Figure 1. Sizing map (run 1).
Scale: 4 px per um.
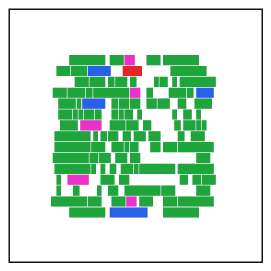
Figure 2. Cell placement (run 1).
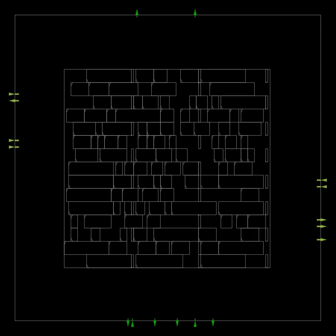
Figure 3. Wiring heat map (run 1).
Scale: 6 px per um. The die is cut into 13 by 13 equal tiles; dark purple is low, yellow is high, scaled to the fullest tile. Values are wire area over tile area, all layers added.
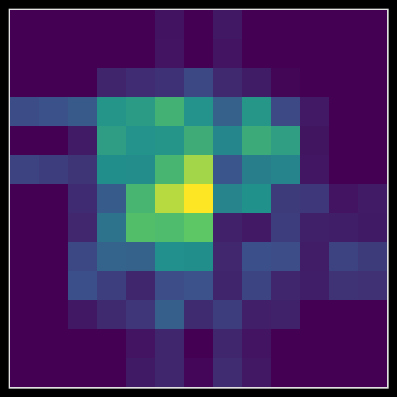
Figure 4. Where the registers sit (run 1).
Scale: 6 px per um. Other sequential cells in the stronger grey, the rest of the logic in the fainter grey.
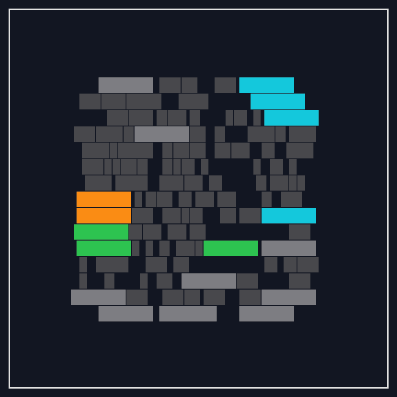
--- src/rtl/iobuf_ctrl.sv ---
// Direction/mode controller for a 74LVC1T45 + 74LVC1G07 header buffer pair, with a
// synchronized, edge-detected input path from the FPGA data pin.
module iobuf_ctrl #(
    parameter int TURN_CYCLES = 2
) (
    input  logic       clock,
    input  logic       reset,
    input  logic [1:0] mode_req,
    input  logic       mode_valid,
    output logic       mode_ready,
    output logic [1:0] mode_cur,
    input  logic       dout,
    output logic       din,
    output logic       din_rise,
    output logic       din_fall,
    output logic       bufdir,
    output logic       bufod,
    output logic       bufdat_tristate_oe,
    output logic       bufdat_tristate_dout,
    input  logic       bufdat_tristate_din
);

    typedef enum logic [2:0] {
        S_IN,
        S_PP,
        S_OD,
        S_TURN_ON,
        S_TURN_OFF
    } state_t;

    localparam logic [3:0] CNT_LAST = 4'(TURN_CYCLES - 1);

    state_t     state, state_nxt;
    logic [3:0] cnt, cnt_nxt;
    logic [1:0] target, target_nxt;
    logic [1:0] mode_cur_nxt;
    logic [1:0] req_mode;
    logic       accept;
    logic       dir_nxt, od_nxt, oe_nxt, dat_nxt;
    logic       pin_p0, pin_p1, pin_p2;

    assign mode_ready = (state == S_IN) || (state == S_PP) || (state == S_OD);

    always_comb begin
        state_nxt    = state;
        cnt_nxt      = cnt;
        target_nxt   = target;
        mode_cur_nxt = mode_cur;
        req_mode     = (mode_req == 2'd3) ? 2'd0 : mode_req;
        accept       = mode_valid && mode_ready;

        case (state)
            S_IN, S_OD: begin
                if (accept && (req_mode != mode_cur)) begin
                    target_nxt = req_mode;
                    if (req_mode == 2'd1) begin
                        state_nxt = S_TURN_ON;
                        cnt_nxt   = 4'd0;
                    end else begin
                        // IN <-> OD keeps the level shifter as input, so no turnaround
                        state_nxt    = (req_mode == 2'd2) ? S_OD : S_IN;
                        mode_cur_nxt = req_mode;
                    end
                end
            end
            S_PP: begin
                if (accept && (req_mode != 2'd1)) begin
                    state_nxt  = S_TURN_OFF;
                    cnt_nxt    = 4'd0;
                    target_nxt = req_mode;
                end
            end
            S_TURN_ON: begin
                if (cnt == CNT_LAST) begin
                    state_nxt    = S_PP;
                    mode_cur_nxt = 2'd1;
                    cnt_nxt      = 4'd0;
                end else begin
                    cnt_nxt = cnt + 4'd1;
                end
            end
            S_TURN_OFF: begin
                if (cnt == CNT_LAST) begin
                    state_nxt    = (target == 2'd2) ? S_OD : S_IN;
                    mode_cur_nxt = target;
                    cnt_nxt      = 4'd0;
                end else begin
                    cnt_nxt = cnt + 4'd1;
                end
            end
            default: begin
                state_nxt    = S_IN;
                cnt_nxt      = 4'd0;
                mode_cur_nxt = 2'd0;
            end
        endcase

        // Pad outputs are a registered function of the next state, so oe drops on
        // the accept edge of a turn-off and bufdir leads oe on a turn-on.
        dir_nxt = 1'b0;
        od_nxt  = 1'b1;
        oe_nxt  = 1'b0;
        dat_nxt = 1'b0;
        case (state_nxt)
            S_PP: begin
                dir_nxt = 1'b1;
                oe_nxt  = 1'b1;
                dat_nxt = dout;
            end
            S_OD:       od_nxt  = dout;
            S_TURN_ON:  dir_nxt = 1'b1;
            S_TURN_OFF: dir_nxt = 1'b1;
            default:    dir_nxt = 1'b0;
        endcase
    end

    always_ff @(posedge clock or posedge reset) begin
        if (reset) begin
            state                <= S_IN;
            cnt                  <= 4'd0;
            target               <= 2'd0;
            mode_cur             <= 2'd0;
            bufdir               <= 1'b0;
            bufod                <= 1'b1;
            bufdat_tristate_oe   <= 1'b0;
            bufdat_tristate_dout <= 1'b0;
        end else begin
            state                <= state_nxt;
            cnt                  <= cnt_nxt;
            target               <= target_nxt;
            mode_cur             <= mode_cur_nxt;
            bufdir               <= dir_nxt;
            bufod                <= od_nxt;
            bufdat_tristate_oe   <= oe_nxt;
            bufdat_tristate_dout <= dat_nxt;
        end
    end

    // p0/p1: metastability synchronizer; p2: history for edge detection
    always_ff @(posedge clock or posedge reset) begin
        if (reset) begin
            pin_p0 <= 1'b0;
            pin_p1 <= 1'b0;
            pin_p2 <= 1'b0;
        end else begin
            pin_p0 <= bufdat_tristate_din;
            pin_p1 <= pin_p0;
            pin_p2 <= pin_p1;
        end
    end

    assign din      = pin_p1;
    assign din_rise = pin_p1 & ~pin_p2;
    assign din_fall = ~pin_p1 & pin_p2;

endmodule

--- config.mk ---
export PLATFORM = sky130hd
export DESIGN_NAME = iobuf_ctrl
export DESIGN_NICKNAME = d
export VERILOG_FILES = /design/src/rtl/iobuf_ctrl.sv
export SDC_FILE = /design/constraint.sdc
export NUM_CORES = 1
export LEC_CHECK = 0
export CORE_MARGIN = 10
export CORE_UTILIZATION = 55
export CTS_CLUSTER_DIAMETER = 100
export DETAILED_ROUTE_END_ITERATION = 12
export PLACE_DENSITY_LB_ADDON = 0.12
export SLEW_MARGIN = 20
export SYNTH_ARGS = -nofsm -noshare
export SYNTH_HDL_FRONTEND = slang
export SYNTH_SLANG_ARGS = --single-unit
--- constraint.sdc ---
create_clock -name clock -period 3.35 [get_ports clock]
set_clock_uncertainty 0.1 [all_clocks]
set_input_delay 0.335 -clock clock [delete_from_list [all_inputs] [get_ports clock]]
set_output_delay 0.335 -clock clock [all_outputs]
set_load 0.01 [all_outputs]
==> qor.csv, run 1 <==
stage,metric,value,unit
outcome,outcome,"complete, no violations",
place,dp.cells,135,
synthesis,synthFlopType,dfrtp_1,
synthesis,top_area_cell,dfrtp_1,
hold_path,worst_hold_path.endpoint,din,
global_route,grt.overflow.total,0,
route,final_antenna_net_count,0,
setup_path,timing.rr.start,cnt[1],
setup_path,timing.critical_path.required,3.45,ns
global_route,groute.layer.met1.usage,12.6,%
synthesis,seq_area_frac_synth,44.7,%
power,power.density_cell_area,730,nW/um2
power,power_switching,0.338,mW
global_route,number_of_global_route_vias_before_repair,813,
hold_path,holdCritPathClass,reg -> reg,
place,post-dp-hpwl,1500,um
timing,grt_setup_unrepaired,no,
route,post_drt_via_cell_ratio,5.60,
synthesis,yosysCellCount,97,
clock_network,clock_transition_at_the_registers_of_the_reported_paths,0.11,ns
route,drt_iter0_markers,26,
floorplanning,die_w,62.8,um
global_route,grt.met2_usage,17.9,%
hold_path,worstHoldStart,pin_p0,
power,irDropWorstVdd,0.538,mV
clock_network,number_of_buffers_inserted_to_repair_setup_after_cts,0,
synthesis,post_synth.cell_area_avg,10.4,um2
clock_network,clock.latency.late_pin,0.30,ns
setup_path,cp-end-kind,flip-flop,
setup_path,timing.critical_path.from_type,primary input,
## Picture notes: Figure 1
drive 6 and up: shown in red, cells 1. drive 3 to 4: shown in magenta, cells 5. drive 1 or less: shown in green, cells 104. drive 2: shown in blue, cells 4.
number of ordinary and repair buffers in the finished layout: 16
cell area after layout: 1220 um2

## Picture notes: Figure 2
number of fill cells in the layout: 148
tap cells: 25
post-route core utilization: 70.9%
CORE AREA: 1730 um2
sequential cells: 18

## Picture notes: Figure 3
11% of the tiles are over half the peak. The densest ninth of the die: centre. 40% of the tiles are nearly empty. The mean over all tiles is 0.082.
wire length per cell after detailed routing: 14.5 um
GRT Util Overall: 10.8%
Via Count: 778

## Picture notes: Figure 4
cnt: shown in cyan, flops 4, where upper right. state: shown in green, flops 3. target: shown in orange, flops 2.
Another 9 sequential cells are not coloured.
sequential fraction of total cell area: 36.9%
sequential power: 0.360 mW
Storage cell area: 452 um2

## run 1: through the flow
step | setup WS [ns] | area (um2) | power, mW | utilization (%)
floorplan | 1.55 | 1010 | 0.631 | -
global placement | 0.965 | 1190 | 0.759 | 68.8
detailed placement | 0.890 | 1190 | 0.766 | 68.8
CTS | 1.22 | 1220 | 0.905 | 70.9
global route | 1.12 | 1220 | 0.966 | 70.9
finish | 1.20 | 1220 | 0.894 | 70.9
## run 1: kinds of logic after synthesis
logic type               count (synthesis)  synth area share (%)
AND/OR/NAND/NOR                         27                  16.0
AND-OR/OR-AND                           24                  17.1
flip-flops                              18                  44.7
buffers and inverters                   15                  5.70
multiplexers                             5                  6.20
adder cells (fa/ha/maj)                  5                  6.20
XOR/XNOR                                 3                  4.09
## run 1: registers in the layout, summed over array words and instances (netlist names)
register	flops
bufdat_tristate_dout	1
bufdat_tristate_oe	1
bufdir	1
bufod	1
cnt	4
din	1
mode_cur	2
pin_p0	1
pin_p2	1
state	3
target	2
## run 1: power by group through the flow
| stage | registers [mW] | logic [mW] | clock network [mW] |
|---|---|---|---|
| 6_report | 0.360 | 0.399 | 0.135 |
| 5_1_grt | 0.375 | 0.439 | 0.152 |
| 4_1_cts | 0.360 | 0.403 | 0.142 |
| 3_5_place_dp | 0.364 | 0.401 | 0 |
| 3_3_place_gp | 0.364 | 0.394 | 0 |
| 2_1_floorplan | 0.333 | 0.298 | 0 |
## run 1: worst max-delay path by stage
stage	end	slack, ns	from
after floorplan	mode_cur[0]	1.55	mode_req[0]
after global placement	mode_cur[1]	0.97	mode_req[0]
after detailed placement	mode_cur[1]	0.89	mode_req[0]
after CTS	mode_cur[1]	1.22	mode_req[0]
after global routing	mode_cur[1]	1.12	mode_req[0]
final	mode_cur[1]	1.20	mode_req[0]
## run 1: layer usage
| layer | routed length (um) | up-vias |
|---|---|---|
| li1 | - | 375 |
| met1 | 837 | 375 |
| met2 | 998 | 25 |
| met3 | 144 | 3 |
| met4 | 30 | 0 |
| met5 | 0 | - |
## run 1: Yosys cell counts, types with 3 or more instances
master	n
a21oi_1	3
dfrtp_1	17
ha_1	5
inv_1	12
nand2_1	4
nand2b_1	3
nand3_1	4
nor2_1	3
nor2b_1	4
o21ai_0	3
o22ai_1	3
## run 1: final cells by class
| cell class | count | area (um2) | area share [%] |
|---|---|---|---|
| tap | 25 | 31.3 | 2.55 |
| timing repair buffer | 16 | 160 | 13.1 |
| clock buffer | 4 | 36.3 | 2.96 |
| sequential | 18 | 452 | 36.9 |
| inverter | 12 | 45.0 | 3.68 |
| multi-input combinational | 64 | 500 | 40.9 |
Figure 5. Power grid (run 1).
Scale: 8 px per um. Pins as bars on the die edge.
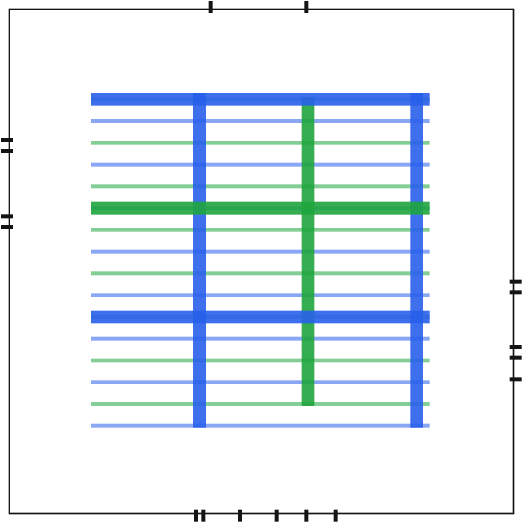

--- run 2 (diff from run 1) ---
--- a/config.mk
+++ b/config.mk
@@ -6,7 +6,7 @@
 export NUM_CORES = 1
 export LEC_CHECK = 0
 export CORE_MARGIN = 10
-export CORE_UTILIZATION = 55
+export CORE_UTILIZATION = 46
 export CTS_CLUSTER_DIAMETER = 100
 export DETAILED_ROUTE_END_ITERATION = 12
 export PLACE_DENSITY_LB_ADDON = 0.12
==> constraint.sdc (replaced) <==
create_clock -name clock -period 1.8 [get_ports clock]
set_clock_uncertainty 0.1 [all_clocks]
set_input_delay 0.18 -clock clock [delete_from_list [all_inputs] [get_ports clock]]
set_output_delay 0.18 -clock clock [all_outputs]
set_load 0.01 [all_outputs]
Figure 6. Power grid (run 2).
Scale: 8 px per um. Pins as bars on the die edge.
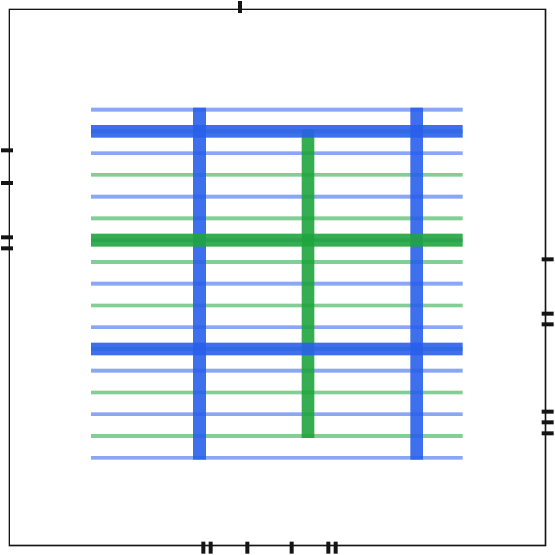
VSS: shown in blue. VDD: shown in green.
17 signal pins sit on the boundary. 17 met1 rails follow the rows. 3 straps on met4.
die height: 66.9 um
maximum ir drop on the vdd rail: 1.00 mV
die x size: 66.9 um
CORE AREA: 2020 um2

Figure 7. Sizing map (run 2).
Scale: 4 px per um.
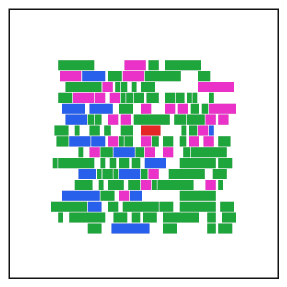
drive 3 to 4: shown in magenta, cells 28. drive 1 or less: shown in green, cells 89. drive 6 and up: shown in red, cells 1. drive 2: shown in blue, cells 15.
number of ordinary and repair buffers in the finished layout: 35
cell area after layout: 1440 um2
Area Growth Syn to Fin: 43.0%
Final WS setup: -0.00715 ns

Figure 8. Wiring heat map (run 2).
Scale: 6 px per um. The die is cut into 13 by 13 equal tiles; dark purple is low, yellow is high, scaled to the fullest tile. Values are wire area over tile area, all layers added.
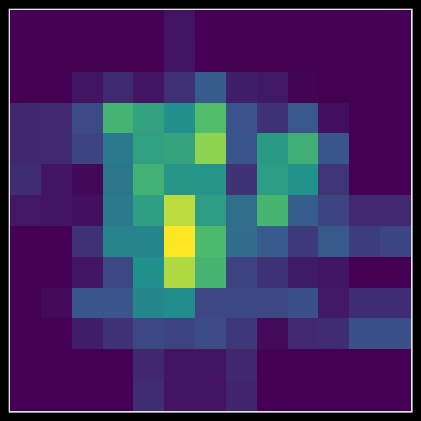
The densest ninth of the die: centre. The emptiest ninth of the die: upper right. The fullest tile reaches 0.47. 37% of the tiles are nearly empty. The mean over all tiles is 0.081.
overall routed net length: 2310 um
Via Count: 849
GRT Util Overall: 10.8%

==> run 2 against run 1 <==
Cell area rose by 18%; critical endpoint is now target[0]; critical path type unchanged; core utilization grew 0.47 points; clock power grew 86%; critical path depth rose by 1; combinational power rose to 2.6 times the previous value; die area increased by 13%; first-iteration DRC count unchanged; routed wire length is 15% higher; cell count is 15% higher; non-clock buffer count up 19; largest cell class unchanged; flip-flop count unchanged; the flow now finishes with violations (negative setup slack).
==> qor.csv, run 2 <==
stage,metric,value,unit
outcome,outcome,finished with violations,
outcome,violations,negative setup slack,
synthesis,post-synth-top-count-cell,dfrtp_1,
cells_and_area,largest_register_ff_count,4,
power,power_leakage,0.663,nW
route,drt_iter0_markers,26,
cells_and_area,finalCoreUtilization,71.4,%
place,post-dp-hpwl,1710,um
global_route,grt.overflow.total,0,
synthesis,synthFlopType,dfrtp_1,
synthesis,yosysCellCount,97,
route,post_drt_via_cell_ratio,5.31,
route,met3_length,119,um
route,met2RoutedLength,1140,um
timing,grt_setup_unrepaired,yes,
synthesis,seq_area_frac_synth,44.7,%
setup_path,timing.critical_path.from_type,primary input,
place,placed_standard_cell_area,1310,um2
timing,setup_viol,2,
clock_network,htreeDepth,1,
timing,finalCriticalPeriod,1.81,ns
clock_network,clock.latency.late_pin,0.30,ns
cells_and_area,logic_area,576,um2
hold_path,holdCritPathClass,in -> async,
synthesis,synth-xor-area-share,4.09,%
route,drt-met1-wl,1020,um
synthesis,ys_sh_adder,6.20,%
clock_network,clock_transition_at_the_registers_of_the_reported_paths,0.11,ns
cells_and_area,nFillCells,165,
synthesis,top_area_cell,dfrtp_1,
synthesis,post_synth_most_frequent_cells,"dfrtp_1 (17), inv_1 (12), ha_1 (5)",
setup_path,timing.critical_path.required,1.89,ns
cells_and_area,seqCellArea,453,um2
setup_path,cp-end-kind,flip-flop,
cells_and_area,layout_top_registers,"cnt (4), state (3)",
timing,timing.final.ws_setup,-0.00715,ns
synthesis,post_synth.cell_area_avg,10.4,um2
route,top_layer,met4,
floorplanning,fp-utilization,49.9,%
global_route,grt_pass1_wl,3770,um
setup_path,critPathLaunch,mode_req[1],
setup_path,timing.rr.start,cnt[1],
synthesis,top_logic_kind,AND-OR/OR-AND gates,
setup_path,crit_end,target[0],
synthesis,simple_gate_area_share,16.0,%
power,fin_total_pwr,1.93,mW
power,power.density_cell_area,1330,nW/um2
synthesis,compound_share_synth,17.1,%
global_route,grt_antenna_before_repair,0,
synthesis,synth.mux.area_fraction,6.20,%
[run 2: cell counts after synthesis]
No cell type changed its count.
[run 2: metal layers]
metal	vias up	GRT usage (%)
met5	-	0
met4	0	4.62
met3	4	2.68
met2	19	18.1
met1	412	12.7
li1	414	-
[run 2: worst min path at each step]
stage	from	endpoint	slack, ns	depth (start not counted)
2_1_floorplan	reset	bufdat_tristate_dout	0.02	1
3_3_place_gp	pin_p0	din	0.24	0
3_5_place_dp	pin_p0	din	0.25	0
4_1_cts	reset	cnt[1]	0.1	3
5_1_grt	reset	cnt[3]	0.1	3
6_report	reset	cnt[3]	0.09	3
[run 2: cell families after synthesis]
logic type | Yosys count
adder cells (fa/ha/maj) | 5
buffers and inverters | 15
AND/OR/NAND/NOR | 27
multiplexers | 5
XOR/XNOR | 3
AND-OR/OR-AND | 24
flip-flops | 18
[run 2: metrics by stage]
step	hold WS (ns)	std cells
3_5_place_dp	0.245	153
5_1_grt	0.0987	160
2_1_floorplan	0.0178	97
4_1_cts	0.0961	159
6_report	0.0865	160
3_3_place_gp	0.236	153
[run 2: area by class of cell]
cell class / count / share of cell area (%)
Timing Repair Buffer: 35 / 20.8
Inverter: 12 / 3.12
Multi-Input combinational cell: 64 / 39.9
Sequential cell: 18 / 31.4
Tap cell: 27 / 2.34
Clock buffer: 4 / 2.51
[run 2: worst max-delay path: cells and delay by family]
kind                       cells  cell delay, ns
AOI/OAI and AO/OA              1            0.30
and+or+nand+nor                2            0.20
buffers and inverters          3            0.71
muxes                          1            0.31
adders and majority gates      1            0.20
[run 2: repair_timing]
action | in CTS | in global routing
setup endpoints to repair | 12 | 7
resized | 12 | 7
hold endpoints to repair | 0 | 0
hold buffers | 0 | 0
pin swaps | 7 | 6
buffers inserted | 2 | 1
[run 2: power by group]
part,leakage [nW],switching [mW],total [mW],internal [mW]
clock network,0.0210,0.127,0.251,0.123
registers,0.230,0.132,0.655,0.523
logic,0.411,0.453,1.02,0.567
total,0.663,0.712,1.93,1.21
No activity file was given, so power comes from the tool's default toggle rates.
